--- config.mk ---
export PLATFORM = sky130hd
export DESIGN_NAME = msg_tx_arbiter
export DESIGN_NICKNAME = d
export VERILOG_FILES = /design/src/rtl/msg_pkg.sv /design/src/rtl/rr_arb2.sv /design/src/rtl/msg_tx_arbiter.sv
export SDC_FILE = /design/constraint.sdc
export NUM_CORES = 1
export LEC_CHECK = 0
export CAP_MARGIN = 20
export CORE_UTILIZATION = 48
export DETAILED_ROUTE_END_ITERATION = 6
export PLACE_DENSITY = 0.92
export SKIP_LAST_GASP = 1
export SLEW_MARGIN = 20
export SYNTH_ARGS = -nofsm -noshare
export SYNTH_HDL_FRONTEND = slang
export SYNTH_HIERARCHICAL = 1
export SYNTH_SLANG_ARGS = --single-unit
export TNS_END_PERCENT = 30
--- constraint.sdc ---
create_clock -name clock -period 5 [get_ports clock]
set_input_delay 0.75 -clock clock [delete_from_list [all_inputs] [get_ports clock]]
set_output_delay 0.75 -clock clock [all_outputs]
set_load 0.05 [all_outputs]
--- src/rtl/msg_pkg.sv ---
// Shared types and constants for the GPIO message transmit arbiter.
// Messages are stored first character in [7:0] and padded with spaces.
package msg_pkg;

   localparam int MSG_W = 128;

   typedef enum logic [1:0] {
      ST_IDLE = 2'd0,
      ST_LOAD = 2'd1,
      ST_SEND = 2'd2,
      ST_GAP  = 2'd3
   } tx_state_t;

   localparam logic [MSG_W-1:0] SPACES_128    = {16{8'h20}};
   localparam logic [MSG_W-1:0] PRESET_SMILEY = {{14{8'h20}}, 8'h29, 8'h3A};
   localparam logic [MSG_W-1:0] PRESET_FROWN  = {{14{8'h20}}, 8'h28, 8'h3A};
   // "i'm busy, ttyl!" written last character first so 'i' lands in [7:0]
   localparam logic [MSG_W-1:0] PRESET_BUSY   = {8'h20, 8'h21, 8'h6C, 8'h79,
                                                 8'h74, 8'h74, 8'h20, 8'h2C,
                                                 8'h79, 8'h73, 8'h75, 8'h62,
                                                 8'h20, 8'h6D, 8'h27, 8'h69};

   function automatic logic [MSG_W-1:0] preset_rom(input logic [1:0] sel);
      logic [MSG_W-1:0] msg;
      case (sel)
         2'b00:   msg = PRESET_SMILEY;
         2'b01:   msg = PRESET_FROWN;
         2'b10:   msg = PRESET_BUSY;
         default: msg = SPACES_128;
      endcase
      return msg;
   endfunction

endpackage

--- src/rtl/rr_arb2.sv ---
// Two-way round-robin picker: grant 0 selects req[0], grant 1 selects req[1].
// On a tie the side that did not win last time is chosen.
module rr_arb2 (
   input  logic [1:0] req,
   input  logic       last,
   output logic       grant
);

   // Winner select; a lone requester always wins.
   always_comb begin
      grant = 1'b0;
      if (req == 2'b11) begin
         grant = ~last;
      end else begin
         grant = req[1];
      end
   end

endmodule

--- src/rtl/msg_tx_arbiter.sv ---
// Shares the GPIO message transmitter between the keyboard composer and the
// preset selector. Timeout resends are enabled by defining MSG_TX_ARB_RETRY_EN.
module msg_tx_arbiter
   import msg_pkg::*;
#(
   parameter int TIMEOUT_CYCLES = 50_000_000,
   parameter int MAX_RETRY      = 3,
   parameter int GAP_CYCLES     = 16
) (
   input  logic             clock,
   input  logic             RESETN,
   input  logic             req_kbd,
   input  logic [MSG_W-1:0] msg_kbd,
   input  logic             req_preset,
   input  logic [1:0]       preset_sel,
   input  logic             done,
   output logic             data_ready,
   output logic [MSG_W-1:0] message_out,
   output logic             ack_kbd,
   output logic             ack_preset,
   output logic             tx_ok,
   output logic             tx_err,
   output logic             busy,
   output logic             last_grant
);

   localparam int TMR_W = $clog2(TIMEOUT_CYCLES + 1);
   localparam int GAP_W = $clog2(GAP_CYCLES + 1);
   localparam logic [TMR_W-1:0] TMR_LAST = TMR_W'(TIMEOUT_CYCLES - 1);
   localparam logic [TMR_W-1:0] TMR_SAT  = TMR_W'(TIMEOUT_CYCLES);
   localparam logic [GAP_W-1:0] GAP_LAST = GAP_W'(GAP_CYCLES - 1);

   tx_state_t        state_r;
   tx_state_t        state_s;
   logic             win_s;
   logic             grant_r;
   logic [TMR_W-1:0] timer_r;
   logic [GAP_W-1:0] gap_cnt_r;
   logic             resend_r;
   logic             done_q_r;
   logic             done_rise_s;
   logic             timeout_s;
   logic             gap_end_s;
   logic             retry_ok_s;
   logic             tx_ok_s;
   logic             tx_err_s;
   logic             resend_s;

   logic             data_ready_r;
   logic [MSG_W-1:0] message_r;
   logic             ack_kbd_r;
   logic             ack_preset_r;
   logic             tx_ok_r;
   logic             tx_err_r;
   logic             busy_r;
   logic             last_grant_r;

   rr_arb2 u_rr_arb2 (
      .req   ({req_preset, req_kbd}),
      .last  (last_grant_r),
      .grant (win_s)
   );

   assign done_rise_s = done & ~done_q_r;
   assign timeout_s   = (timer_r == TMR_LAST);
   assign gap_end_s   = (gap_cnt_r == GAP_LAST);

`ifdef MSG_TX_ARB_RETRY_EN
   localparam int RTY_W = (MAX_RETRY > 0) ? $clog2(MAX_RETRY + 1) : 1;
   localparam logic [RTY_W-1:0] RTY_MAX = RTY_W'(MAX_RETRY);

   logic [RTY_W-1:0] retry_cnt_r;

   assign retry_ok_s = (retry_cnt_r < RTY_MAX);

   // Resend attempts used by the message currently latched.
   always_ff @(posedge clock or negedge RESETN) begin
      if (!RESETN) begin
         retry_cnt_r <= '0;
      end else if (state_r == ST_LOAD) begin
         retry_cnt_r <= '0;
      end else if (resend_s) begin
         retry_cnt_r <= retry_cnt_r + RTY_W'(1);
      end else begin
         retry_cnt_r <= retry_cnt_r;
      end
   end
`else
   assign retry_ok_s = 1'b0;
`endif

   // Next-state and single-cycle event decode; done beats a same-cycle timeout.
   always_comb begin
      state_s  = state_r;
      tx_ok_s  = 1'b0;
      tx_err_s = 1'b0;
      resend_s = 1'b0;
      case (state_r)
         ST_IDLE: begin
            if (req_kbd | req_preset) begin
               state_s = ST_LOAD;
            end else begin
               state_s = ST_IDLE;
            end
         end
         ST_LOAD: state_s = ST_SEND;
         ST_SEND: begin
            if (done_rise_s) begin
               state_s = ST_GAP;
               tx_ok_s = 1'b1;
            end else if (timeout_s) begin
               state_s = ST_GAP;
               if (retry_ok_s) begin
                  resend_s = 1'b1;
               end else begin
                  tx_err_s = 1'b1;
               end
            end else begin
               state_s = ST_SEND;
            end
         end
         ST_GAP: begin
            if (gap_end_s) begin
               state_s = resend_r ? ST_SEND : ST_IDLE;
            end else begin
               state_s = ST_GAP;
            end
         end
         default: state_s = ST_IDLE;
      endcase
   end

   // State register, done history for edge detection, and the captured winner.
   always_ff @(posedge clock or negedge RESETN) begin
      if (!RESETN) begin
         state_r  <= ST_IDLE;
         done_q_r <= 1'b0;
         grant_r  <= 1'b0;
      end else begin
         state_r  <= state_s;
         done_q_r <= done;
         if (state_r == ST_IDLE) begin
            grant_r <= win_s;
         end else begin
            grant_r <= grant_r;
         end
      end
   end

   // Attempt timer, gap counter and the resend-after-gap flag.
   always_ff @(posedge clock or negedge RESETN) begin
      if (!RESETN) begin
         timer_r   <= '0;
         gap_cnt_r <= '0;
         resend_r  <= 1'b0;
      end else begin
         if (state_r == ST_SEND) begin
            timer_r <= (timer_r != TMR_SAT) ? timer_r + TMR_W'(1) : timer_r;
         end else begin
            timer_r <= '0;
         end
         if (state_r == ST_GAP) begin
            gap_cnt_r <= gap_cnt_r + GAP_W'(1);
         end else begin
            gap_cnt_r <= '0;
         end
         if (state_r == ST_LOAD) begin
            resend_r <= 1'b0;
         end else if ((state_r == ST_SEND) && (state_s == ST_GAP)) begin
            resend_r <= resend_s;
         end else begin
            resend_r <= resend_r;
         end
      end
   end

   // Registered outputs, decoded from the state being entered.
   always_ff @(posedge clock or negedge RESETN) begin
      if (!RESETN) begin
         data_ready_r <= 1'b0;
         busy_r       <= 1'b0;
         ack_kbd_r    <= 1'b0;
         ack_preset_r <= 1'b0;
         tx_ok_r      <= 1'b0;
         tx_err_r     <= 1'b0;
         message_r    <= SPACES_128;
         last_grant_r <= 1'b1;
      end else begin
         data_ready_r <= (state_s == ST_SEND);
         busy_r       <= (state_s != ST_IDLE);
         ack_kbd_r    <= (state_r == ST_IDLE) && (state_s == ST_LOAD) && !win_s;
         ack_preset_r <= (state_r == ST_IDLE) && (state_s == ST_LOAD) && win_s;
         tx_ok_r      <= tx_ok_s;
         tx_err_r     <= tx_err_s;
         if (state_r == ST_LOAD) begin
            message_r    <= grant_r ? preset_rom(preset_sel) : msg_kbd;
            last_grant_r <= grant_r;
         end else begin
            message_r    <= message_r;
            last_grant_r <= last_grant_r;
         end
      end
   end

   assign data_ready  = data_ready_r;
   assign message_out = message_r;
   assign ack_kbd     = ack_kbd_r;
   assign ack_preset  = ack_preset_r;
   assign tx_ok       = tx_ok_r;
   assign tx_err      = tx_err_r;
   assign busy        = busy_r;
   assign last_grant  = last_grant_r;

endmodule

Metal 2:
Drawn at 4 px/um.
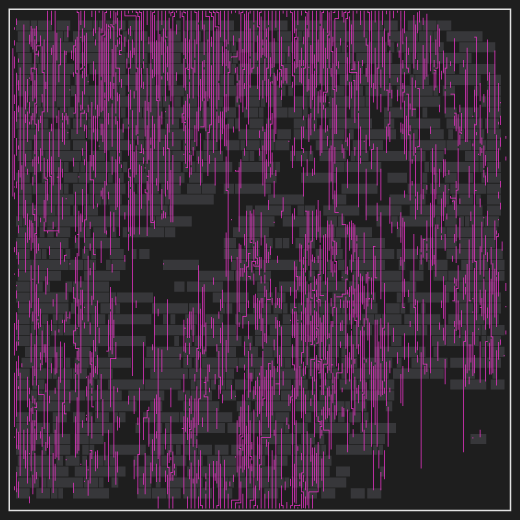
main direction = vertical
nets with wire on the layer = 942
wire length on this layer = 9840 um
longest straight run = 66.3 um
share of all routed wire = 50%

Pin map:
Drawn at 4 px/um. Pins as bars across the die edge, other pins in grey.
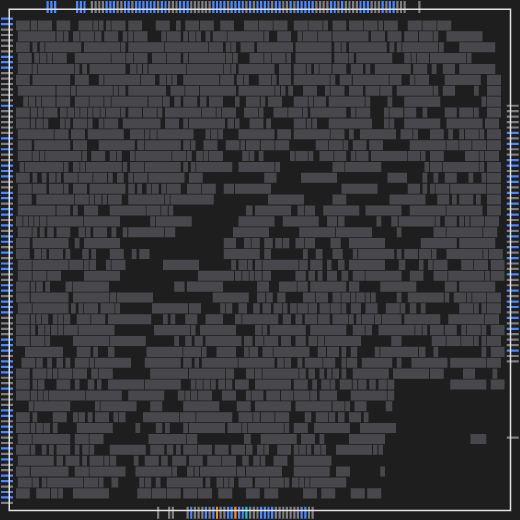
preset_sel -> orange  # pins 2, direction input, edge bottom
ack_kbd -> cyan  # pins 1, direction output, edge bottom
msg_kbd -> blue  # pins 128, direction input, edge 52 top, 43 left, 20 right, 13 bottom

==> power breakdown <==
part	internal [mW]	leakage [nW]	total (mW)	switching [mW]
Clock	0.868	0.302	1.40	0.536
Combinational	0.690	1.96	2.10	1.41
Sequential	1.71	2.24	1.91	0.202
Total	3.27	4.50	5.41	2.15
==> worst reg2reg max path, delay by kind of cell (launching register included) <==
family / cells / cell delay (ns)
and+or+nand+nor: 2 / 0.33
buffers and inverters: 3 / 1.14
DFF: 1 / 0.75
AOI/OAI and AO/OA: 1 / 0.28
==> cells by family after synthesis <==
kind of cell,after synthesis,synth area share
and+or+nand+nor,314,0.1912
muxes,2,0.002761
buffers and inverters,101,0.05297
AOI/OAI and AO/OA,171,0.1422
xor gates and xnor gates,12,0.01449
adders and majority gates,4,0.006902
DFF,170,0.5895
==> how the worst max path moves through the flow <==
stage,start,endpoint
4_1_cts,grant_r,message_out[102]
6_report,grant_r,message_out[102]
5_1_grt,grant_r,message_out[67]
2_1_floorplan,timer_r[0],timer_r[18]
3_3_place_gp,grant_r,message_out[59]
3_5_place_dp,grant_r,message_out[102]
==> per-layer routing <==
metal	up-vias	wire [um]	track usage
li1	3086	-	-
met1	3031	8047	0.3135
met2	217	9841	0.4521
met3	35	1359	0.08076
met4	0	466	0.1098
met5	-	0	0
==> cell usage after synthesis, types with 2 or more instances <==
master,number
dfstp_2,17
nand4_1,8
nand3_1,15
nor4_1,2
o21ai_0,102
buf_2,4
clkbuf_1,50
or4_4,2
inv_1,47
o311ai_0,38
xor2_1,6
mux2i_1,2
ha_1,4
dfrtp_1,153
or3_1,7
nor2_1,37
xnor2_1,6
nor2b_1,3
nand2b_1,5
nor3_1,3
a21oi_1,21
and4_1,5
nand2_1,209
and3_1,4
o31ai_1,5
or4_1,8
==> layout make-up <==
type                    instances  area (um2)
inverters                      47       176.4
multi-input cells             503        2600
flip-flops and latches        170        4277
clock buffers                  23       467.9
clock inverters                 9       162.7
fillers                      1030        3991
well taps                     184       230.2
repair buffers                275        2739
==> layout by cell type, fill, tap and decap left out, types with 15 or more instances in the layout <==
master | synthesis | routed
nand2_1 | 209 | 209
dfstp_2 | 17 | 17
nand3_1 | 15 | 15
inv_1 | 47 | 46
o21ai_0 | 102 | 102
clkbuf_16 | 0 | 17
nor2_1 | 37 | 37
dfrtp_1 | 153 | 152
a21oi_1 | 21 | 21
o311ai_0 | 38 | 38
clkdlybuf4s50_1 | 0 | 268
==> per-stage QoR <==
step | instance area [um2] | worst slack (ns) | total power [mW] | util
floorplan | 7252 | 3.065 | 3.239 | -
global placement | 10020 | 2.410 | 3.986 | 0.6844
detailed placement | 10020 | 2.287 | 4.039 | 0.6844
CTS | 10650 | 2.282 | 5.454 | 0.7274
global route | 10650 | 2.107 | 5.666 | 0.7274
finish | 10650 | 2.314 | 5.414 | 0.7274
==> flip-flops by register name, indices dropped and copies added (netlist names), 2 cells and up <==
register     flops
gap_cnt_r        5
timer_r         26
message_out    128
state_r          2
==> impl_metrics.toml <==
# synthesis and place-and-route metrics
[grt]
grt_pass1_wl_um = 32420
grt_max_degree = 107
track_usage = 0.2653
antenna_found_initial = 0
grt-ovfl-total = 0
first_global_vias = 6497

[timing]
hold_violations = 0
clock_skew_ns = 0.01353
setup_violations = 0
timing.hold.ws_ns = 0.3562
max_freq_mhz = 372.3
worstMarginPinSlew_ns = 1.053
fin_crit_sh = 0.5372
slew_headroom = 0.2979
slew_violations = 0
final.min_clock_period_ns = 2.686
rsz0062_at_grt = "no"
setup-tns-final_ns = 0

[layout]
diodes = 0
drive_above_1_share = 0.05842
area_growth_pct = 46.89
stdcell_count = 1211
nets = 1153

[status]
status = "finished, violations left"
violations = "design-rule violations"

[critical_path]
ff2ff_path_depth = 6
cpMaxStageDelayCell = "dfrtp_2"
cp_common_cell = "buf_4"
r2r-end = "message_out[102]"
cp.required_ns = 5.23
cp_top_family = "buffers and inverters"
slowest_delay_ns = 0.75
critPathArrivalTime_ns = 2.91
cp_max_fo = 77
r2r_slack_ns = 2.31
critPathBufInv = 3
cp.depth = 6
rr_startpoint = "grant_r"
cp-start-kind = "flip-flop"
path_class = "reg -> reg"
path_cells = "inv_2 -> buf_4 -> nor2_1 -> nand4b_1 -> buf_4 -> o311ai_0"
cp-end-kind = "flip-flop"

[clocking]
cts.sinks = 170
cts_buffer_depth = 2
cts_max_level = 4
clk_pin_slew_worst_paths_ns = 0.06
numCtsBuffers = 17
tritoncts = "yes"
clk_latency_ns = 0.42
cts_hold_buf = 0
cts-resized-gates = 0
cts_setup_buffers = 0

[logic_synthesis]
synth_cells = 774
synth_top_cell_by_area = "dfrtp_1"
edf_count = 0
top_area_frac = 0.5280
syn_nets = 913
async_reset_ff_frac = 1.000
synth-seq-cells = 170
yosysWarnings = 6
ys_seq_share = 0.5895
yosys_area_um2 = 7252
ff_type = "dfrtp_1"
ys_cells = 774
synth_cell_types = 37
syn-cell-area_um2 = 7252
top_cells_by_area = "dfrtp_1 53%, nand2_1 11%, o21ai_0 7.0%"

[run]
drv_cap = 0
warning_count = 29

[hold_path]
hold_path.class = "in -> async"

[floorplanning]
die_h_um = 124.9
fp-utilization = 0.4952
ios = 270
design.core.area_um2 = 14640
chipArea_um2 = 15600
die_x_um = 124.9

[route]
antenna_left = 0
drc = 24
drt_iter0_drc = 288
first_pass_iters = 7
wl_um = 19710
vias = 6369
routed_via_density = 5.259

[placement]
gp_congestion = 0.7959
placed_cells = 1179
place_hpwl_um = 13350
port_buffers = 269

[power]
p_leak_nw = 4.501
power.density_nw_per_um2 = 508.3
ir_drop_mv = 0.3088
Power figures rest on the tool's default switching activity, not on a simulated workload.
